**config.mk**
```make
export PLATFORM = sky130hd
export DESIGN_NAME = rx_pixel_streamer
export DESIGN_NICKNAME = d
export VERILOG_FILES = /design/src/rtl/rx_pixel_streamer.sv
export SDC_FILE = /design/constraint.sdc
export NUM_CORES = 1
export LEC_CHECK = 0
export CORE_ASPECT_RATIO = 2
export CORE_MARGIN = 2
export CORE_UTILIZATION = 35
export DETAILED_ROUTE_END_ITERATION = 6
export GPL_TIMING_DRIVEN = 0
export SYNTH_ARGS = -nofsm -noshare
export SYNTH_HDL_FRONTEND = slang
export SYNTH_SLANG_ARGS = --single-unit
```
**constraint.sdc**
```tcl
create_clock -name clk_i -period 7.79 [get_ports clk_i]
set_input_delay 1.558 -clock clk_i [delete_from_list [all_inputs] [get_ports clk_i]]
set_output_delay 1.558 -clock clk_i [all_outputs]
set_load 0.005 [all_outputs]
```
**src/rtl/rx_pixel_streamer.sv**
```systemverilog
// Reads the decrypted R/G/B planes in address order and streams merged {R,G,B} pixels
// over valid/ready, buffering up to four pixels and accumulating a 16-bit checksum.
module rx_pixel_streamer #(
  parameter int NUM_PIXELS = 4096,
  parameter int ADDR_W     = 12,
  parameter int PIX_W      = 8
) (
  input  logic                 clk_i,
  input  logic                 rst_ni,
  input  logic                 start_i,
  output logic                 rd_en_o,
  output logic [ADDR_W-1:0]    rd_addr_o,
  input  logic [PIX_W-1:0]     r_data_i,
  input  logic [PIX_W-1:0]     g_data_i,
  input  logic [PIX_W-1:0]     b_data_i,
  output logic [3*PIX_W-1:0]   pix_data_o,
  output logic                 pix_valid_o,
  input  logic                 pix_ready_i,
  output logic                 pix_last_o,
  output logic                 busy_o,
  output logic                 done_o,
  output logic [15:0]          checksum_o
);

  localparam int ENTRY_W = 3 * PIX_W + 1;
  localparam logic [ADDR_W-1:0] LAST_ADDR = ADDR_W'(NUM_PIXELS - 1);

  typedef enum logic [1:0] {
    S_IDLE   = 2'd0,
    S_STREAM = 2'd1,
    S_DRAIN  = 2'd2,
    S_DONE   = 2'd3
  } state_e;

  state_e              state_q, state_d;
  logic [ADDR_W-1:0]   issue_q, issue_d;
  logic                inflight_q, inflight_last_q;
  logic [1:0]          wr_ptr_q, rd_ptr_q;
  logic [2:0]          count_q, count_d;
  logic [15:0]         checksum_q, checksum_d;
  logic [ENTRY_W-1:0]  fifo_mem_q [4];

  logic                issue_s, push_s, pop_s, valid_s, start_s;
  logic [ENTRY_W-1:0]  head_s;
  logic [PIX_W-1:0]    head_r_s, head_g_s, head_b_s;

  // FIFO head decode, handshake and read-issue conditions
  always_comb begin
    head_s   = fifo_mem_q[rd_ptr_q];
    head_r_s = head_s[ENTRY_W-1 -: PIX_W];
    head_g_s = head_s[ENTRY_W-1-PIX_W -: PIX_W];
    head_b_s = head_s[PIX_W:1];
    valid_s  = (count_q != 3'd0);
    pop_s    = valid_s && pix_ready_i;
    push_s   = inflight_q;
    start_s  = start_i && ((state_q == S_IDLE) || (state_q == S_DONE));
    // Counting the in-flight read reserves its FIFO slot before the data returns.
    issue_s  = (state_q == S_STREAM) &&
               (({1'b0, count_q} + {3'b000, inflight_q}) <= 4'd3);
  end

  // Next-state, issue counter, FIFO occupancy and checksum
  always_comb begin
    state_d    = state_q;
    issue_d    = issue_q;
    checksum_d = checksum_q;
    count_d    = count_q;

    case (state_q)
      S_IDLE, S_DONE: begin
        if (start_s) begin
          state_d = S_STREAM;
          issue_d = '0;
        end else begin
          state_d = state_q;
        end
      end
      S_STREAM: begin
        if (issue_s) begin
          issue_d = issue_q + ADDR_W'(1);
          if (issue_q == LAST_ADDR) begin
            state_d = S_DRAIN;
          end else begin
            state_d = S_STREAM;
          end
        end else begin
          issue_d = issue_q;
        end
      end
      S_DRAIN: state_d = S_DRAIN;
      default: state_d = S_IDLE;
    endcase

    if (pop_s && head_s[0] && ((state_q == S_STREAM) || (state_q == S_DRAIN))) begin
      state_d = S_DONE;
    end else begin
      state_d = state_d;
    end

    if (start_s) begin
      checksum_d = 16'd0;
    end else if (pop_s) begin
      checksum_d = checksum_q + 16'(head_r_s) + 16'(head_g_s) + 16'(head_b_s);
    end else begin
      checksum_d = checksum_q;
    end

    case ({push_s, pop_s})
      2'b10:   count_d = count_q + 3'd1;
      2'b01:   count_d = count_q - 3'd1;
      default: count_d = count_q;
    endcase
  end

  // Control state, pointers and checksum; reset drops any pending read
  always_ff @(posedge clk_i or negedge rst_ni) begin
    if (!rst_ni) begin
      state_q         <= S_IDLE;
      issue_q         <= '0;
      inflight_q      <= 1'b0;
      inflight_last_q <= 1'b0;
      wr_ptr_q        <= 2'd0;
      rd_ptr_q        <= 2'd0;
      count_q         <= 3'd0;
      checksum_q      <= 16'd0;
    end else begin
      state_q         <= state_d;
      issue_q         <= issue_d;
      inflight_q      <= issue_s;
      inflight_last_q <= issue_s && (issue_q == LAST_ADDR);
      wr_ptr_q        <= push_s ? wr_ptr_q + 2'd1 : wr_ptr_q;
      rd_ptr_q        <= pop_s ? rd_ptr_q + 2'd1 : rd_ptr_q;
      count_q         <= count_d;
      checksum_q      <= checksum_d;
    end
  end

  // FIFO storage; contents are only observed through the occupancy-qualified head
  always_ff @(posedge clk_i) begin
    if (push_s) begin
      fifo_mem_q[wr_ptr_q] <= {r_data_i, g_data_i, b_data_i, inflight_last_q};
    end
  end

  // Output mapping
  always_comb begin
    rd_en_o     = issue_s;
    rd_addr_o   = issue_s ? issue_q : '0;
    pix_valid_o = valid_s;
    pix_data_o  = valid_s ? head_s[ENTRY_W-1:1] : '0;
    pix_last_o  = valid_s && head_s[0];
    busy_o      = (state_q == S_STREAM) || (state_q == S_DRAIN);
    done_o      = (state_q == S_DONE);
    checksum_o  = checksum_q;
  end

endmodule

```
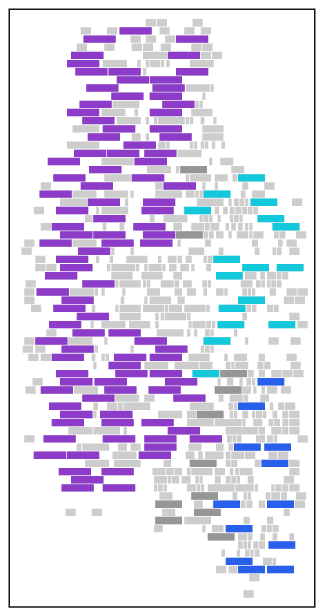
(run_1/flops_by_reg.png)
(3 px per um)
[blue] `issue_q` | placed flops: 12 | where: south-east
[purple] `fifo_mem_q` | placed flops: 100
[cyan] `checksum_o` | placed flops: 16 | where: east
not colored: 11

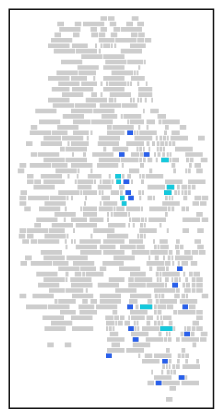
(run_1/logic_types.png)
(2 px per um)
[cyan] non-inverting ao/oa cells | cells: 9 | most used: a21o_1
[blue] xor and xnor cells | cells: 17 | most used: xor2_1
combinational fraction of the cell area: 28.13%
Commonest Layout Cell: edfxtp_1
final std cells w/o fill: 861

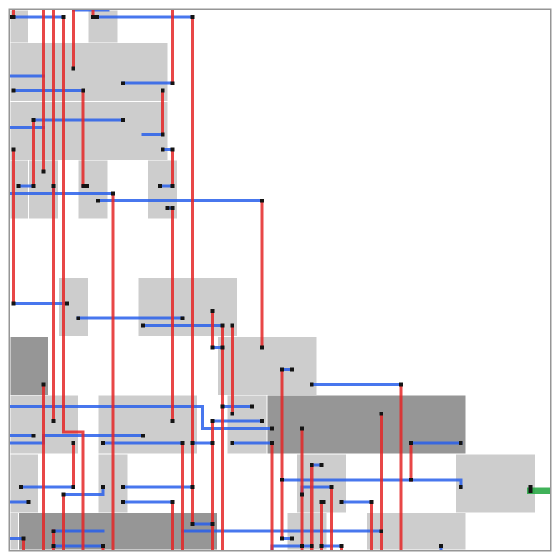
(run_1/detail.png)
Region (64, 137) to (89, 162) um. Cells in gray, sequential cells in the stronger gray; small squares are vias.
[green] metal 3
[red] metal 2
[blue] metal 1
netlist names of flops here include: `checksum_o` (2)
cells with their middle in the window: 21
most frequent: inv_1 (7), ha_1 (4)
sequential cells in the window: 2

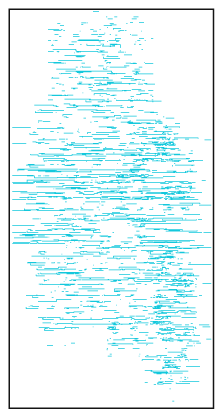
(run_1/layer_met1.png)
(2 px per um)
wire length on this layer: 5570 um
longest straight run: 29.9 um
nets with wire on the layer: 593
main direction: horizontal
met1 Usage GRT: 16.99%
WL final: 14490 um
vias post-DR: 4136

==> results_slide.txt, run 1 <==
Implementation Results

Run status
  – Status: finished, final reports clean

Routing
  – Met2 WL: 8184 um
  – M1 WL: 5571 um
  – DRT Pass-1 Iters: 5
  – Post-route ant nets: 0
  – Top routing layer used: met4
  – Via density: 4.804

Synthesis
  – Mapped Nets: 555
  – Area contributors post-synth: edfxtp_1 45%, dfrtp_1 15%, mux4_2 8.5%, fa_1 5.1%, ha_1 3.8%
  – Post-synth EDFFs: 100
  – Yosys cell types: 41
  – Synth area leader: edfxtp_1
  – Sequential fraction of the synthesis area: 59.95%
  – Cell count after synthesis: 490
  – Yosys chip area: 0.006636 mm^2
  – Yosys stat cell total: 490
  – Post-Syn Area: 0.006636 mm^2
  – Syn avg cell area: 13.54 um^2
  – Cell with the most instances after synthesis: edfxtp_1

Final timing
  – Fin Setup TNS: 0 ps
  – Slew @ Worst Pin: 913.8 ps
  – Setup violations, final: 0
  – Hold slack final: 537.0 ps
  – Final hold violations: 0
  – RSZ-0062 raised after global routing: no
  – Max frequency: 0.2073 GHz
  – Post-route minimum period: 4824 ps

Clocking
  – Reg clk slew, reported paths: 60 ps
  – Clock Sinks: 139
  – Post-CTS Setup Bufs: 0
  – Clk ins delay skew pair: 410 ps
  – Clk buf depth: 2
  – Hold_buf cts: 0
  – H-tree depth: 4

Floorplanning
  – Row cnt: 71
  – Num ports: 85

Worst setup path
  – Worst Path Max Fanout: 10
  – Arr. time, crit path: 5160 ps
  – CP Class: reg2reg

Global route
  – Grt total ovfl: 0
  – Vias in the first global route: 4448
  – Largest net degree at the start of global routing: 40
  – Gr usage total: 15.41%

Place
  – Placed cells: 829
  – DP Wirelength: 10610 um
  – Port bufs: 84

Flow run
  – Stage-log warning count: 31

Hold path
  – Worst Hold Class: reg2reg

Final layout
  – N_diodes: 0
run 1: placed cells by master (no fill, tap or decap), drive strengths merged, types with 4 or more instances in the layout:
cell type,count
edfxtp,100
clkdlybuf4s50,83
inv,63
dfrtp,39
nor2,36
nand2,35
a21oi,27
clkbuf,26
mux4,25
ha,20
o21ai,18
fa,17
and3,16
nand3,12
xor2,10
and2,10
buf,9
nor3,8
or3,7
xnor2,7
nand4,4
clkinvlp,4
clkinv,4
run 1: worst paths after layout:
path                             start       endpoint  slack, ps  cells past startpoint
min                        wr_ptr_q[0]    wr_ptr_q[0]        540                      1
max in group asynchronous       rst_ni  checksum_o[6]       5930                      1
min reg2reg                wr_ptr_q[0]    wr_ptr_q[0]        540                      1
max reg2reg                rd_ptr_q[1]  checksum_o[9]       2970                     14
min in group asynchronous       rst_ni     issue_q[8]       1270                      1
max                        rd_ptr_q[1]  checksum_o[9]       2970                     14
run 1: worst max-delay path, stage by stage (launching register included):
cell and delay, ps:
dfrtp_1 330, clkbuf_1 430, clkbuf_1 570, mux4_2 400
inv_1 180, fa_1 470, fa_1 540, inv_1 40
ha_1 210, fa_1 400, a21o_1 230, a221oi_2 360
o21ai_0 170, and3_1 210, nor3_1 170
run 1: kinds of logic (layout without fill, tap and decap cells):
logic type,after synthesis,count (layout),share of synthesized area [%]
simple gates,133,133,9.710
buf+inv,76,192,4.544
compound gates,61,61,5.864
fa+ha+maj,37,37,8.899
mux,27,27,8.786
flops,139,139,59.95
xor+xnor,17,17,2.244
run 1: routing by layer:
layer | vias up | track usage (%)
met5 | - | 0
met4 | 0 | 5.906
met3 | 17 | 2.881
met2 | 92 | 28.57
met1 | 2067 | 16.99
li1 | 1960 | -
run 1: layout make-up:
| cell class | count | area [um^2] |
|---|---|---|
| Sequential cell | 139 | 3979 |
| Buffer | 16 | 76.32 |
| Tap cell | 255 | 319.1 |
| Timing Repair Buffer | 84 | 835.8 |
| Multi-Input combinational cell | 275 | 2361 |
| Fill cell | 1694 | 10350 |
| Inverter | 60 | 225.2 |
| Clock inverter | 14 | 168.9 |
| Clock buffer | 18 | 429.2 |
run 1: metrics by stage:
| stage | setup slack [ps] | area [um^2] | utilization, % |
|---|---|---|---|
| detailed placement | 2931 | 7796 | 41.59 |
| global placement | 2976 | 7796 | 41.59 |
| floorplan | 3680 | 6636 | - |
| global route | 2647 | 8394 | 44.78 |
| finish | 2966 | 8394 | 44.78 |
| CTS | 2904 | 8394 | 44.78 |
run 1: registers in the layout (all words and copies together), names as in the netlist:
name and cells:
issue_q 12, state_q 2, wr_ptr_q 2, count_q 3, inflight_q 1, inflight_last_q 1
rd_ptr_q 2, fifo_mem_q 100, checksum_o 16
## Run 2: what changed since run 1
==> constraint.sdc (replaced) <==
create_clock -name clk_i -period 4.2 [get_ports clk_i]
set_input_delay 0.84 -clock clk_i [delete_from_list [all_inputs] [get_ports clk_i]]
set_output_delay 0.84 -clock clk_i [all_outputs]
set_load 0.005 [all_outputs]
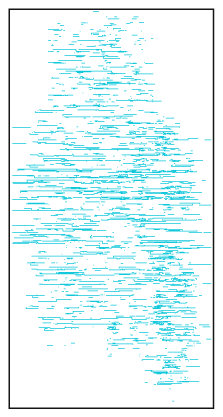
(run_2/layer_met1.png)
(2 px per um)
longest straight run: 29.9 um
wire length on this layer: 5660 um
share of all routed wire: 39%
main direction: horizontal

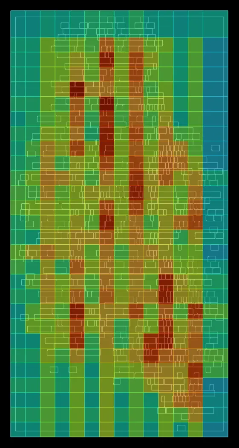
(run_2/congestion.png)
M2 GR Usage: 28.43%
per-cell routed wire length: 16.91 um
share of the core filled with cells: 45.48%

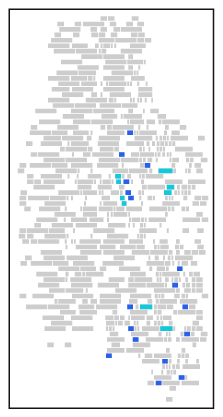
(run_2/logic_types.png)
(2 px per um)
[blue] xor and xnor cells | cells: 17 | most used: xor2_1
[cyan] non-inverting ao/oa cells | cells: 9 | most used: a21o_1

==> results_slide.txt, run 2 <==
Implementation Results

Final timing
  – Final hold violations: 0
  – Setup violations, final: 0
  – Max frequency: 0.2508 GHz
  – Slew @ Worst Pin: 911.6 ps
  – Fin Setup TNS: 0 ps
  – Post-route minimum period: 3987 ps
  – Hold slack final: 535.9 ps

Global route
  – Met3 Use GR: 2.881%
  – Met1 Usage GRT: 17.09%
  – Largest net degree at the start of global routing: 40
  – Grt total ovfl: 0
  – Vias in the first global route: 4440
  – Gr usage total: 15.40%
  – GR peak layer: met2

Routing
  – Residual DRC: 0
  – Via density: 4.824
  – Vias post-DR: 4192
  – WL final: 14690 um
  – DRT Pass-1 Iters: 4
  – Post-route ant nets: 0

Synthesis
  – Synth area leader: edfxtp_1
  – Mapped Nets: 555
  – Yosys chip area: 0.006636 mm^2
  – Sequential fraction of the synthesis area: 59.95%
  – Syn avg cell area: 13.54 um^2
  – Yosys stat cell total: 490
  – Cell with the most instances after synthesis: edfxtp_1
  – Post-Syn Area: 0.006636 mm^2
  – Cell count after synthesis: 490
  – Post-synth EDFFs: 100
  – Yosys cell types: 41
  – Synth top cells by count: 100 x edfxtp_1, 58 x inv_1, 39 x dfrtp_1, 36 x nor2_1, 34 x nand2_1

Final layout
  – Final std cells w/o fill: 869
  – Logic area: 0.002384 mm^2
  – Filler cells: 1684
  – Register area: 0.003980 mm^2
  – Register with the highest flop count: fifo_mem_q
  – N_diodes: 0
  – Commonest non-fill, non-tap cells in the layout: 100 x edfxtp_1, 83 x clkdlybuf4s50_1, 56 x inv_1
  – Commonest Layout Cell: edfxtp_1
  – Max reg flops: 100
  – Share of cells above drive strength 1: 14.98%

Clocking
  – H-tree depth: 4
  – Clk ins delay skew pair: 420 ps
  – Hold_buf cts: 0
  – Reg clk slew, reported paths: 60 ps
  – Clock Sinks: 139
  – CTS Root Cell: clkbuf_16
  – Clk buf depth: 2

Place
  – DP Wirelength: 10610 um
  – Port bufs: 84
  – Placed cells: 829

Worst setup path
  – CP Class: reg2reg
  – Worst Path Max Fanout: 10
  – Arr. time, crit path: 4320 ps

Floorplanning
  – Core Area: 0.01874 mm^2
  – Row cnt: 71

Run status
  – Status: finished, final reports clean

Hold path
  – Worst Hold Class: reg2reg

Flow run
  – Stage-log warning count: 31
[run 2: what timing repair did]
action                     4_1_cts  5_1_grt
pin swaps                        0        4
resized                         12        9
setup endpoints to repair       11        8
buffers inserted                 0        9
[run 2: worst paths after layout]
| path | slack [ps] | end | from | cells past startpoint |
|---|---|---|---|---|
| max | 210 | checksum_o[9] | rd_ptr_q[1] | 13 |
| min | 540 | fifo_mem_q[2][0] | inflight_last_q | 0 |
| max reg2reg | 210 | checksum_o[9] | rd_ptr_q[1] | 13 |
| min reg2reg | 540 | fifo_mem_q[2][0] | inflight_last_q | 0 |
| max in group asynchronous | 3010 | rd_ptr_q[1] | rst_ni | 1 |
| min in group asynchronous | 550 | issue_q[8] | rst_ni | 1 |
[run 2: area by class of cell]
class | count | share of cell area (%)
Sequential cell | 139 | 46.69
Multi-Input combinational cell | 275 | 27.96
Timing Repair Buffer | 93 | 10.60
Clock buffer | 18 | 5.034
Tap cell | 255 | 3.743
Inverter | 60 | 2.671
Clock inverter | 14 | 1.982
Buffer | 15 | 1.321
[run 2: per-layer routing]
metal  wire length [um]  part of all wire (%)  vias to the layer above
li1                   -                     -                     1975
met1               5664                    39                     2099
met2               8264                    56                       98
met3                443                   3.0                       20
met4                319                   2.2                        0
met5                  0                     0                        -
[run 2: kinds of logic after synthesis]
group	after synthesis	synth area share [%]
flip-flops	139	59.95
AND/OR/NAND/NOR	133	9.710
buffers and inverters	76	4.544
AND-OR/OR-AND	61	5.864
adder cells (fa/ha/maj)	37	8.899
multiplexers	27	8.786
XOR/XNOR	17	2.244
[run 2: critical path, stage by stage (launching register included)]
cell and delay [ps]:
dfrtp_2 500, clkbuf_4 290, mux4_2 350, inv_4 100, fa_1 440, fa_1 540
inv_1 40, ha_1 220, fa_2 360, a21o_1 210, a221oi_4 330, o21ai_1 120
and3_1 210, nor3_1 170
[run 2: metrics by stage]
step	instance area, um^2	setup WS [ps]
5_1_grt	8524	-13.17
4_1_cts	8426	12.78
2_1_floorplan	6636	90.34
6_report	8524	213.3
3_3_place_gp	7796	-613.6
3_5_place_dp	7796	-658.8
